==> config.mk <==
export PLATFORM = sky130hd
export DESIGN_NAME = spart_tx_flat
export DESIGN_NICKNAME = d
export VERILOG_FILES = /design/src/rtl/spart_tx_if.sv /design/src/rtl/spart_tx.sv /design/src/flat_wrapper.sv
export SDC_FILE = /design/constraint.sdc
export NUM_CORES = 1
export LEC_CHECK = 0
export CORE_UTILIZATION = 54
export CTS_CLUSTER_SIZE = 28
export DETAILED_ROUTE_END_ITERATION = 10
export PLACE_DENSITY = 0.85
export SYNTH_ARGS = -nofsm -noshare
export SYNTH_HDL_FRONTEND = slang
export SYNTH_SLANG_ARGS = --single-unit
==> constraint.sdc <==
create_clock -name clk -period 2.62 [get_ports clk]
set_input_delay 0.524 -clock clk [delete_from_list [all_inputs] [get_ports clk]]
set_output_delay 0.524 -clock clk [all_outputs]
set_load 0.02 [all_outputs]
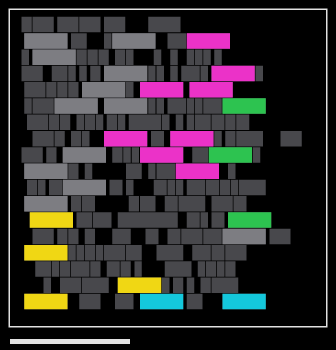
ff_map.png
Bar = 20 um.
legend:
  magenta:
    netlist_name: `u_core.shift_q`
    sequential_cells: 8
  yellow:
    netlist_name: `u_core.tick_q`
    sequential_cells: 4
    where: south-west
  cyan:
    netlist_name: `u_core.state_q`
    sequential_cells: 2
  green:
    netlist_name: `u_core.bitIdx_q`
    sequential_cells: 3
not coloured: 12
Reg area: 581 um^2
power attributed to sequential cells: 0.503 mW
sequential portion of the cell area: 0.362
end-of-flow core utilization: 0.653

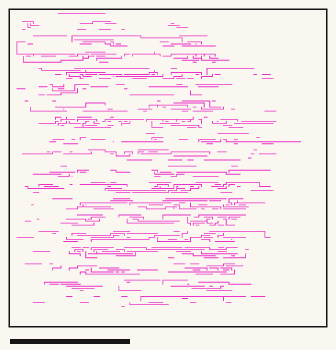
m1.png
Bar = 20 um.
share of all routed wire: 45%
longest straight run: 17.5 um
nets with wire on the layer: 181
main direction: horizontal
final wirelength: 2850 um
via count: 1,221

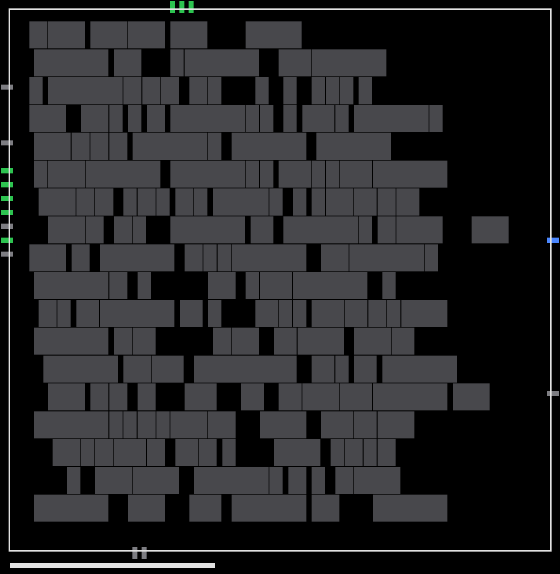
pinout.png
Bar = 20 um. Pins as bars across the die edge, other pins in grey.
legend:
  green:
    port: `bus_tx_data`
    pins: 8
    direction: input
    edge: 5 west, 3 north
  blue:
    port: `rst`
    pins: 1
    direction: input
    edge: east
all pins by edge: 9 west, 3 north, 2 south, 2 east
number of buffer cells added on primary ports: 15
height of the die: 52.8 um
floorplan die width: 52.8 um

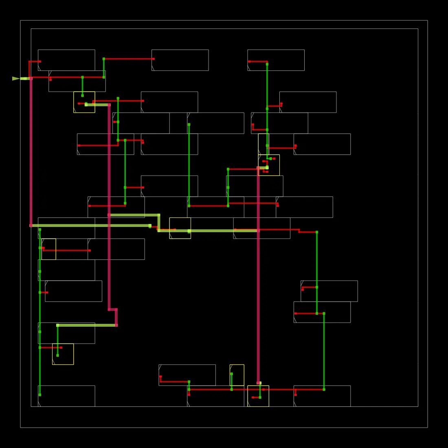
clock_nets.png
CTS sink count: 29
Clock Skews: 13.3 ps
latest clock arrival within the worst-skew pair: 340 ps
layout sequential cell count: 29

==> results.ini <==
[critical_path]
timing.critical_path.buf_inv = 3
end_kind = primary output
timing.critical_path.required_ps = 2100
critical_path.top_delay_family = buffers and inverters
reg2reg_setup_slack_ps = 300
cp_num_cells = 4
crit_chain = inv_1 -> ha_1 -> inv_1 -> clkdlybuf4s50_1

[status]
outcome = complete, no violations

[logic_synthesis]
yosys.area_share.simple = 0.242
yosys.cell_types.count = 33
common_cells = dfxtp_1 (29), nand2_1 (27), a21oi_1 (19), nor2_1 (19), nand3_1 (9)
netlist_area_um2 = 1390
xor_xnor_portion_of_the_synthesized_cell_area = 0
synthMuxAreaShare = 0.0144
number_of_warnings_reported_in_the_yosys_synthesis_log = 0
ys_area_um2 = 1390
sequential_to_total_area_share_from_yosys_stat = 0.417
syn_inst = 166
synth_adder_area_share = 0.0629
post_synth.cell_area_avg_um2 = 8.38
yosys.area.top_type_share = 0.417
floorplan.nets = 185
area_fraction_in_compound_gates_after_synthesis = 0.215
enable_flop_cells = 0

[sta]
unrepaired_setup_endpoints_after_global_routing = false
finalWorstSetupSlack_ps = 109
period_used_share = 0.959
fin_tns_setup_ps = 0
report.final.slew_viol_count = 0
clock.fmax_mhz = 398
slew_headroom = 0.438

[grt]
globalRouteMet3Util = 0.0551
global_route.overflow_total = 0

[clock_network]
cts_tree = yes
post_cts_buffers = 0
cts_hold_buffers = 0

[route]
wl_met2_um = 1360
wl_met1_um = 1280

[place]
placed_cells_incl_taps = 205
hpwl_um = 2090
dp_worst_setup_slack_ps = 214

[floorplan]
row_count = 18
design.portCount = 16
placeableCoreArea_um2 = 2450

[power]
clockPowerShare = 0.269
power.share.switching = 0.302
p_sw_mw = 0.288

[run]
warning_count = 29

[finish]
layout.cells.most_common_list = dfxtp_1 (29), nand2_1 (27), a21oi_1 (19), nor2_1 (19), clkdlybuf4s50_1 (15)

[final cells by class]
class                           count  area, um^2
Clock inverter                      2        10.0
Inverter                            5        18.8
Timing Repair Buffer               18         173
Clock buffer                        6        41.3
Sequential cell                    29         581
Multi-Input combinational cell    123         743
Tap cell                           30        37.5
Fill cell                         202         851
[through the flow]
stage	cell area, um^2	hold slack (ps)
floorplan	1390	437
global placement	1550	447
detailed placement	1550	448
CTS	1600	461
global route	1600	476
finish	1600	459
[power groups by stage]
stage          clock, mW  combinational (mW)  sequential [mW]
2_1_floorplan          0               0.144            0.506
3_3_place_gp           0               0.181            0.511
3_5_place_dp           0               0.192            0.512
4_1_cts            0.261               0.193            0.502
5_1_grt            0.275               0.215            0.508
6_report           0.257               0.193            0.503
No activity file was given, so power comes from the tool's default toggle rates.
